**config.mk**
```make
export PLATFORM = sky130hd
export DESIGN_NAME = ysyx_23060025_axi_arbiter
export DESIGN_NICKNAME = d
export VERILOG_FILES = /design/src/rtl/ysyx_23060025_axi_arbiter_pkg.sv /design/src/rtl/ysyx_23060025_arb_rr2.sv /design/src/rtl/ysyx_23060025_axi_arbiter.sv
export SDC_FILE = /design/constraint.sdc
export NUM_CORES = 1
export LEC_CHECK = 0
export CAP_MARGIN = 20
export CORE_AREA = 4 4 147 149
export CTS_BUF_LIST = sky130_fd_sc_hd__clkbuf_8
export CTS_CLUSTER_DIAMETER = 100
export CTS_CLUSTER_SIZE = 28
export DETAILED_ROUTE_END_ITERATION = 10
export DIE_AREA = 0 0 151 153
export PLACE_DENSITY = 0.55
export SYNTH_ARGS = -nofsm -noshare
export SYNTH_HDL_FRONTEND = slang
export SYNTH_SLANG_ARGS = --single-unit
```
**constraint.sdc**
```tcl
create_clock -name clock -period 4.2 [get_ports clock]
set_input_delay 1.05 -clock clock [delete_from_list [all_inputs] [get_ports clock]]
set_output_delay 1.05 -clock clock [all_outputs]
set_load 0.01 [all_outputs]
```
**src/rtl/ysyx_23060025_axi_arbiter_pkg.sv**
```systemverilog
// Shared definitions for the IFU/LSU AXI-lite arbiter: grant states, response
// codes and the AXI transfer-size encodings carried through unmodified.
package ysyx_23060025_axi_arbiter_pkg;

  typedef enum logic [1:0] {
    ARB_IDLE   = 2'b00,
    ARB_IFU_RD = 2'b01,
    ARB_LSU_RD = 2'b10,
    ARB_LSU_WR = 2'b11
  } arb_state_e;

  localparam logic [1:0] AXI_RESP_OKAY = 2'b00;

  localparam logic [2:0] AXI_ADDR_SIZE_BYTE   = 3'b000;
  localparam logic [2:0] AXI_ADDR_SIZE_HALF   = 3'b001;
  localparam logic [2:0] AXI_ADDR_SIZE_WORD   = 3'b010;
  localparam logic [2:0] AXI_ADDR_SIZE_DOUBLE = 3'b011;

  localparam logic GRANT_IFU = 1'b0;
  localparam logic GRANT_LSU = 1'b1;

endpackage

```
**src/rtl/ysyx_23060025_arb_rr2.sv**
```systemverilog
// Two-requester round-robin picker: a lone requester wins, a tie goes to the
// requester that did not win last time. Bit 0 is the IFU, bit 1 the LSU.
module ysyx_23060025_arb_rr2 (
  input  logic [1:0] i_req,
  input  logic       i_last_grant,
  output logic [1:0] o_gnt
);

  // NOTE: every output of an always_comb gets a default first so no path leaves it unassigned (no latch).
  always_comb begin
    o_gnt = 2'b00;
    case (i_req)
      2'b01:   o_gnt = 2'b01;
      2'b10:   o_gnt = 2'b10;
      2'b11:   o_gnt = i_last_grant ? 2'b01 : 2'b10;
      default: o_gnt = 2'b00;
    endcase
  end

endmodule

```
**src/rtl/ysyx_23060025_axi_arbiter.sv**
```systemverilog
// Shares one AXI-lite slave port between the IFU (read-only) and the LSU; each
// grant covers a single transaction and is released after its response handshake.
module ysyx_23060025_axi_arbiter
  import ysyx_23060025_axi_arbiter_pkg::*;
#(
  parameter int DATA_LEN = 32,
  parameter int ADDR_LEN = 32
) (
  input  logic                  clock,
  input  logic                  rstn,
  input  logic [ADDR_LEN-1:0]   ifu_addr_r_addr_i,
  input  logic [2:0]            ifu_addr_r_size_i,
  input  logic                  ifu_addr_r_valid_i,
  output logic                  ifu_addr_r_ready_o,
  output logic [DATA_LEN-1:0]   ifu_r_data_o,
  output logic [1:0]            ifu_r_resp_o,
  output logic                  ifu_r_valid_o,
  input  logic                  ifu_r_ready_i,
  input  logic [ADDR_LEN-1:0]   lsu_addr_r_addr_i,
  input  logic [2:0]            lsu_addr_r_size_i,
  input  logic                  lsu_addr_r_valid_i,
  output logic                  lsu_addr_r_ready_o,
  output logic [DATA_LEN-1:0]   lsu_r_data_o,
  output logic [1:0]            lsu_r_resp_o,
  output logic                  lsu_r_valid_o,
  input  logic                  lsu_r_ready_i,
  input  logic [ADDR_LEN-1:0]   lsu_addr_w_addr_i,
  input  logic [2:0]            lsu_addr_w_size_i,
  input  logic                  lsu_addr_w_valid_i,
  output logic                  lsu_addr_w_ready_o,
  input  logic [DATA_LEN-1:0]   lsu_w_data_i,
  input  logic [DATA_LEN/8-1:0] lsu_w_strb_i,
  input  logic                  lsu_w_valid_i,
  output logic                  lsu_w_ready_o,
  output logic [1:0]            lsu_bkwd_resp_o,
  output logic                  lsu_bkwd_valid_o,
  input  logic                  lsu_bkwd_ready_i,
  output logic [ADDR_LEN-1:0]   mem_addr_r_addr_o,
  output logic [2:0]            mem_addr_r_size_o,
  output logic                  mem_addr_r_valid_o,
  input  logic                  mem_addr_r_ready_i,
  input  logic [DATA_LEN-1:0]   mem_r_data_i,
  input  logic [1:0]            mem_r_resp_i,
  input  logic                  mem_r_valid_i,
  output logic                  mem_r_ready_o,
  output logic [ADDR_LEN-1:0]   mem_addr_w_addr_o,
  output logic [2:0]            mem_addr_w_size_o,
  output logic                  mem_addr_w_valid_o,
  input  logic                  mem_addr_w_ready_i,
  output logic [DATA_LEN-1:0]   mem_w_data_o,
  output logic [DATA_LEN/8-1:0] mem_w_strb_o,
  output logic                  mem_w_valid_o,
  input  logic                  mem_w_ready_i,
  input  logic [1:0]            mem_bkwd_resp_i,
  input  logic                  mem_bkwd_valid_i,
  output logic                  mem_bkwd_ready_o,
  output logic                  arb_err_o
);

  arb_state_e r_state;
  logic       r_last_grant;
  logic       r_err;

  arb_state_e w_state_nxt;
  logic       w_last_grant_nxt;
  logic [1:0] w_req;
  logic [1:0] w_gnt;
  logic       w_rd_done;
  logic       w_wr_done;
  logic       w_err_hit;

  assign w_req = {lsu_addr_r_valid_i | lsu_addr_w_valid_i | lsu_w_valid_i, ifu_addr_r_valid_i};

  ysyx_23060025_arb_rr2 u_rr2 (
    .i_req        (w_req),
    .i_last_grant (r_last_grant),
    .o_gnt        (w_gnt)
  );

  // Routing depends only on registered state, so nothing leaks through while idle or in reset.
  always_comb begin
    ifu_addr_r_ready_o = 1'b0;
    ifu_r_data_o       = '0;
    ifu_r_resp_o       = '0;
    ifu_r_valid_o      = 1'b0;
    lsu_addr_r_ready_o = 1'b0;
    lsu_r_data_o       = '0;
    lsu_r_resp_o       = '0;
    lsu_r_valid_o      = 1'b0;
    lsu_addr_w_ready_o = 1'b0;
    lsu_w_ready_o      = 1'b0;
    lsu_bkwd_resp_o    = '0;
    lsu_bkwd_valid_o   = 1'b0;
    mem_addr_r_addr_o  = '0;
    mem_addr_r_size_o  = '0;
    mem_addr_r_valid_o = 1'b0;
    mem_r_ready_o      = 1'b0;
    mem_addr_w_addr_o  = '0;
    mem_addr_w_size_o  = '0;
    mem_addr_w_valid_o = 1'b0;
    mem_w_data_o       = '0;
    mem_w_strb_o       = '0;
    mem_w_valid_o      = 1'b0;
    mem_bkwd_ready_o   = 1'b0;
    case (r_state)
      ARB_IFU_RD: begin
        mem_addr_r_addr_o  = ifu_addr_r_addr_i;
        mem_addr_r_size_o  = ifu_addr_r_size_i;
        mem_addr_r_valid_o = ifu_addr_r_valid_i;
        ifu_addr_r_ready_o = mem_addr_r_ready_i;
        ifu_r_data_o       = mem_r_data_i;
        ifu_r_resp_o       = mem_r_resp_i;
        ifu_r_valid_o      = mem_r_valid_i;
        mem_r_ready_o      = ifu_r_ready_i;
      end
      ARB_LSU_RD: begin
        mem_addr_r_addr_o  = lsu_addr_r_addr_i;
        mem_addr_r_size_o  = lsu_addr_r_size_i;
        mem_addr_r_valid_o = lsu_addr_r_valid_i;
        lsu_addr_r_ready_o = mem_addr_r_ready_i;
        lsu_r_data_o       = mem_r_data_i;
        lsu_r_resp_o       = mem_r_resp_i;
        lsu_r_valid_o      = mem_r_valid_i;
        mem_r_ready_o      = lsu_r_ready_i;
      end
      ARB_LSU_WR: begin
        mem_addr_w_addr_o  = lsu_addr_w_addr_i;
        mem_addr_w_size_o  = lsu_addr_w_size_i;
        mem_addr_w_valid_o = lsu_addr_w_valid_i;
        lsu_addr_w_ready_o = mem_addr_w_ready_i;
        mem_w_data_o       = lsu_w_data_i;
        mem_w_strb_o       = lsu_w_strb_i;
        mem_w_valid_o      = lsu_w_valid_i;
        lsu_w_ready_o      = mem_w_ready_i;
        lsu_bkwd_resp_o    = mem_bkwd_resp_i;
        lsu_bkwd_valid_o   = mem_bkwd_valid_i;
        mem_bkwd_ready_o   = lsu_bkwd_ready_i;
      end
      default: ;
    endcase
  end

  // Only the response handshake ends a grant; the AR/AW/W handshakes never do.
  assign w_rd_done = mem_r_valid_i & mem_r_ready_o;
  assign w_wr_done = mem_bkwd_valid_i & mem_bkwd_ready_o;
  assign w_err_hit = (w_rd_done & (mem_r_resp_i != AXI_RESP_OKAY)) |
                     (w_wr_done & (mem_bkwd_resp_i != AXI_RESP_OKAY));

  always_comb begin
    w_state_nxt      = r_state;
    w_last_grant_nxt = r_last_grant;
    case (r_state)
      ARB_IDLE: begin
        if (w_gnt[0]) begin
          w_state_nxt      = ARB_IFU_RD;
          w_last_grant_nxt = GRANT_IFU;
        end else if (w_gnt[1]) begin
          w_state_nxt      = lsu_addr_r_valid_i ? ARB_LSU_RD : ARB_LSU_WR;
          w_last_grant_nxt = GRANT_LSU;
        end
      end
      ARB_IFU_RD, ARB_LSU_RD: if (w_rd_done) w_state_nxt = ARB_IDLE;
      ARB_LSU_WR:             if (w_wr_done) w_state_nxt = ARB_IDLE;
      default:                w_state_nxt = ARB_IDLE;
    endcase
  end

  // NOTE: sequential state uses non-blocking assignments and an async active-low reset.
  always_ff @(posedge clock or negedge rstn) begin
    if (!rstn) begin
      r_state      <= ARB_IDLE;
      r_last_grant <= GRANT_IFU;
      r_err        <= 1'b0;
    end else begin
      r_state      <= w_state_nxt;
      r_last_grant <= w_last_grant_nxt;
      r_err        <= r_err | w_err_hit;
    end
  end

  assign arb_err_o = r_err;

endmodule

```
==> run_1/pdn.png <==
Drawn at 3 px/micron. Pins as bars on the die edge.
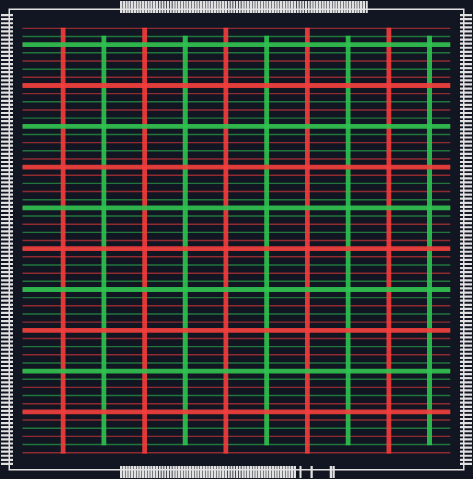
| color | net |
|---|---|
| green | VDD |
| red | VSS |
met1 rails: 53
met4 straps: 10
rows: 52
signal pins: 380
met5 straps: 10

==> run_1/final_congestion.png <==
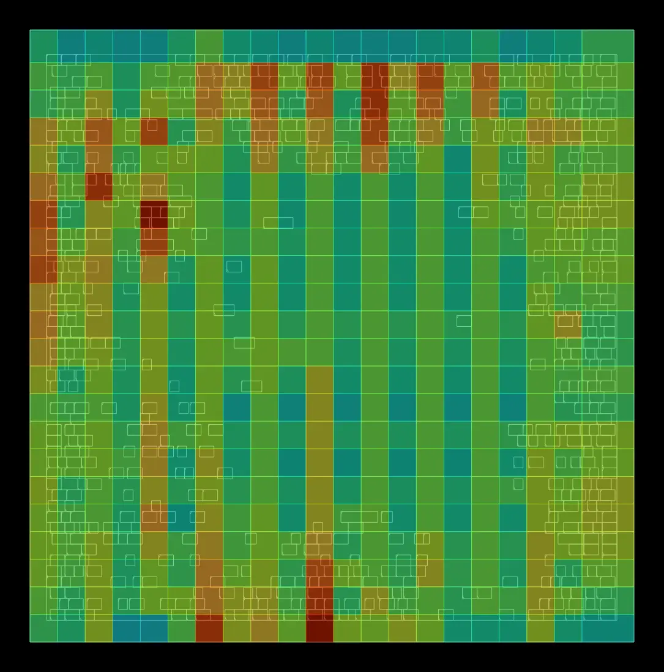
routing usage on met2: 0.243
post-layout util: 0.297
GRT met3 Usage: 0.0302
per-cell routed wire length: 17.1 microns

==> run_1/clock_map.png <==
Drawn at 4 px/micron.
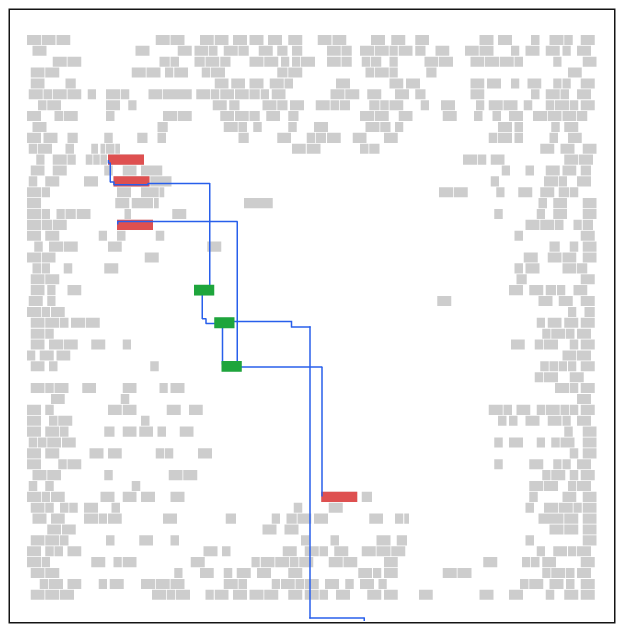
[green] cells driving clock nets | count: 3
[blue] clock wires | length: 318 microns
[red] flip-flops | count: 4
routed clock nets: 4

==> metrics.cfg, run 1 <==
[route]
wirelength_microns = 15600
via_per_inst = 3.62
drtPass1Iterations = 4
drc_errors = 0
drt_iter0_drc = 35

[run]
openroad.warnings = 29
max-cap-violations = 0

[timing]
tns_ns = 0
period_used_share = 0.857
setup_viol = 0
fin_hold_ws_ns = 0.478
skew_ns = 0.0114
slew_viol_final = 0
finalHoldViolCount = 0
worstMarginPinSlew_ns = 0.814
timing.fmax_ghz = 0.278

[placement]
port_buffers = 379
hpwl_microns = 14000

[synth]
yosysWarnings = 0
synth_cell_types = 19
syn_nets = 476
syn_area_sq_mm = 0.00185
postSynthCellCount = 281

[clock_tree]
postCtsSetupBuffers = 0
root_buffer = clkbuf_8
cts_resized = 0
cts-buffers-inserted = 3
clk_latency_ns = 0.23
ctsHoldBuffers = 0
clk_pin_slew_ns = 0.05

[setup_path]
start_kind = flop
ff2ff_path_depth = 7
end_kind = output pin

[global_routing]
antenna_found_initial = 2
grt_pass1_wl_microns = 21400
grtUsageTotal = 0.122

[die]
core_area_sq_mm = 0.0202
die_y_microns = 153
io_pins = 380

[power_and_ir_drop]
vdd_ir_drop_max_uv = 164
leakage_nw = 2.13
finalPower_w = 0.00213
power.density_mw_per_mm2 = 356

[final_layout]
final_cells = 911
num-fill-cells = 2155

[run_status]
outcome = completed

## run 1: path summary, 6_finish.rpt
| check | endpoint | from | slack, ns |
|---|---|---|---|
| setup reg to reg | r_state[1] | r_state[0] | 1.92 |
| min in group asynchronous | arb_err_o | rstn | 1.06 |
| hold / removal | arb_err_o | arb_err_o | 0.48 |
| hold reg to reg | arb_err_o | arb_err_o | 0.48 |
| max in group asynchronous | r_state[1] | rstn | 2.90 |
| setup / recovery | mem_addr_r_addr_o[28] | r_state[0] | 0.60 |
## run 1: cells by family after synthesis
group,after synthesis,share of synthesized area
AOI/OAI and AO/OA,47,0.196
adders and majority gates,4,0.0271
buffers and inverters,30,0.0649
DFF,4,0.0541
and+or+nand+nor,196,0.658
## run 1: state kept, by name (all words and copies together) (netlist names)
name          flops
r_state           2
arb_err_o         1
r_last_grant      1
## run 1: cell usage after synthesis
cell / instances / area [sq um]
buf_4: 2 / 15.0
and2_1: 152 / 951
a22o_4: 1 / 17.5
nand3b_1: 1 / 7.51
dfrtp_1: 4 / 100
nand2_1: 2 / 7.51
clkbuf_1: 26 / 97.6
a31oi_1: 1 / 6.26
a21boi_0: 1 / 7.51
nor2_1: 1 / 3.75
nor2b_1: 38 / 238
inv_1: 2 / 7.51
a22oi_1: 36 / 270
a21oi_1: 3 / 15.0
a32o_1: 2 / 20.0
o211ai_1: 2 / 15.0
nor3_1: 2 / 10.0
a221o_1: 1 / 10.0
ha_1: 4 / 50.1
## run 1: layout make-up
class / count / area, sq um / area share
flip-flops and latches: 4 / 100 / 0.0167
clock buffers: 3 / 41.3 / 0.00690
multi-input cells: 247 / 1640 / 0.273
well taps: 270 / 338 / 0.0564
inverters: 2 / 7.51 / 0.00125
repair buffers: 385 / 3860 / 0.645
## run 1: critical path: stages, from the launching register on
cell and delay (ns):
dfrtp_1 0.40, inv_1 0.08, ha_1 0.82, buf_4 0.27, nor2b_1 0.18, clkdlybuf4s50_1 0.56
## run 1: layer usage
metal  share of wire  vias up  routed length (microns)  track usage
li1                -     1635                        -            -
met1            0.35     1424                     5500        0.129
met2            0.53      234                     8300        0.243
met3            0.11        6                     1670       0.0302
met4          0.0084        0                      131       0.0190
met5               0        -                        0            0
## run 1: power by group
part | internal [W] | switching, W | leakage (nW)
Clock | 0.0000622 | 0.0000316 | 0.0216
Combinational | 0.00113 | 0.000835 | 2.06
Sequential | 0.0000558 | 0.0000150 | 0.0457
Total | 0.00125 | 0.000881 | 2.13
## run 1: per-stage QoR
| step | worst slack (ns) | utilization | cell area (sq um) |
|---|---|---|---|
| 2_1_floorplan | 1.69 | - | 1850 |
| 3_3_place_gp | 0.717 | 0.295 | 5950 |
| 3_5_place_dp | 0.704 | 0.295 | 5950 |
| 4_1_cts | 0.483 | 0.297 | 5990 |
| 5_1_grt | 0.366 | 0.297 | 5990 |
| 6_report | 0.599 | 0.297 | 5990 |
==> run 1 -> run 2 <==
- MAX_ROUTING_LAYER: unset -> met4
==> run_2/pdn.png <==
Drawn at 3 px/micron. Pins as bars on the die edge.
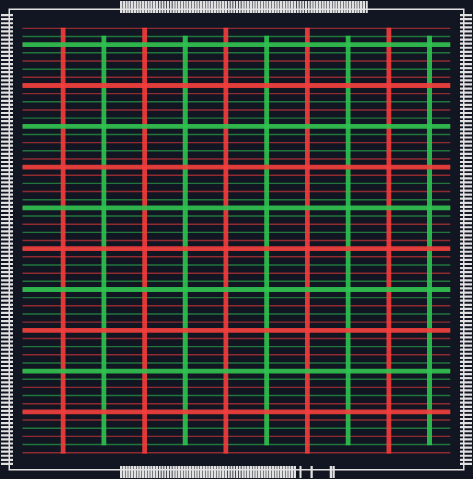
| color | net |
|---|---|
| green | VDD |
| red | VSS |
met5 straps: 10
signal pins: 380
rows: 52

==> run_2/density.png <==
Drawn at 2 px/micron. The die is cut into 15 by 15 equal tiles; white is low, dark blue is high, 0 to 100% covered.
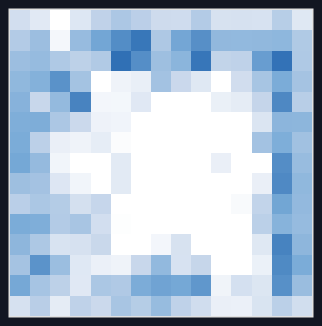
fullest tile: 74%
nearly empty tiles: 24%
emptiest ninth of the die: center
mean over tiles: 25%

==> metrics.cfg, run 2 <==
[power_and_ir_drop]
vdd_ir_drop_max_uv = 163
power.density_mw_per_mm2 = 356
leakage_nw = 2.13

[global_routing]
antenna_found_initial = 2
grt_pass1_wl_microns = 21300

[timing]
slew_viol_final = 0
finalWorstSetupSlack_ns = 0.596
tns_ns = 0
timing.fmax_ghz = 0.278

[clock_tree]
postCtsSetupBuffers = 0
clk_latency_ns = 0.23
ctsHoldBuffers = 0
root_buffer = clkbuf_8
clk_pin_slew_ns = 0.05

[placement]
post-place-ws_ns = 0.704
port_buffers = 379

[synth]
syn_nets = 476
syn_area_sq_mm = 0.00185
common_cells = and2_1, nor2b_1, a22oi_1
synth_cell_types = 19
yosys.cell_count.top_type = and2_1
synth-async-reset-ratio = 1.00
synth_top_area_share = 0.514
postSynthCellCount = 281
flop_cell = dfrtp_1
top_area_cell = and2_1

[route]
wl_per_cell_microns = 17.1
drc_errors = 0
drtPass1Iterations = 4
via_per_inst = 3.65
drt_iter0_drc = 56
wirelength_microns = 15600

[die]
io_pins = 380

[setup_path]
crit_path_cell_trace = inv_1 -> ha_1 -> buf_4 -> nor2b_1 -> clkdlybuf4s50_1
crit_slowest_cell = ha_1
max_stage_delay_ns = 0.82
ff2ff_path_depth = 7

[run]
openroad.warnings = 29
max-cap-violations = 0

[final_layout]
regMostFlops = r_state
final_cells = 911
num-fill-cells = 2155

[run_status]
outcome = completed

run 2: cell counts in the layout (fill, tap and decap cells not counted):
Identical to the previous run, type by type.
run 2: layout make-up:
class	count	area, sq um	area share
sequential	4	100	0.0167
multi-input combinational	247	1640	0.273
inverter	2	7.51	0.00125
timing repair buffer	385	3860	0.645
clock buffer	3	41.3	0.00690
tap	270	338	0.0564
run 2: path summary, 6_finish.rpt:
| path | from | to |
|---|---|---|
| worst max-delay path | r_state[0] | mem_addr_r_addr_o[28] |
| worst max register to register | r_state[0] | r_state[1] |
| min in group asynchronous | rstn | arb_err_o |
| max in group asynchronous | rstn | r_state[1] |
| worst min-delay path | arb_err_o | arb_err_o |
| worst min register to register | arb_err_o | arb_err_o |
run 2: metal layers:
layer  wire length [microns]  up-vias  share of wire  track usage
li1                        -     1636              -            -
met1                    5760     1445           0.37        0.136
met2                    8340      238           0.53        0.243
met3                    1390        6          0.089       0.0190
met4                     131        0         0.0084       0.0190
met5                       0        -              0            -
run 2: worst max-delay path: cells and delay by family (launching register included):
kind / cells / cell delay, ns
DFF: 1 / 0.40
and+or+nand+nor: 1 / 0.19
buffers and inverters: 3 / 0.91
adders and majority gates: 1 / 0.82
run 2: per-stage QoR:
step                total power [W]  area, sq um  utilization  hold slack [ns]
floorplan                  0.000945         1850            -            0.479
detailed placement          0.00208         5950        0.295            0.465
global route                0.00231         5990        0.297            0.508
finish                      0.00213         5990        0.297            0.478
global placement            0.00209         5950        0.295            0.460
CTS                         0.00219         5990        0.297            0.480
run 2: logic make-up (layout without fill, tap and decap cells):
logic type,count (synthesis),count (layout),share of synthesized area
AOI/OAI and AO/OA,47,47,0.196
adders and majority gates,4,4,0.0271
buffers and inverters,30,390,0.0649
DFF,4,4,0.0541
and+or+nand+nor,196,196,0.658
run 2: power breakdown:
| group | internal [W] | total (W) | switching [W] |
|---|---|---|---|
| registers | 0.0000558 | 0.0000708 | 0.0000150 |
| clock network | 0.0000622 | 0.0000939 | 0.0000317 |
| logic | 0.00113 | 0.00196 | 0.000834 |
Power is estimated from default activity; no workload was simulated.
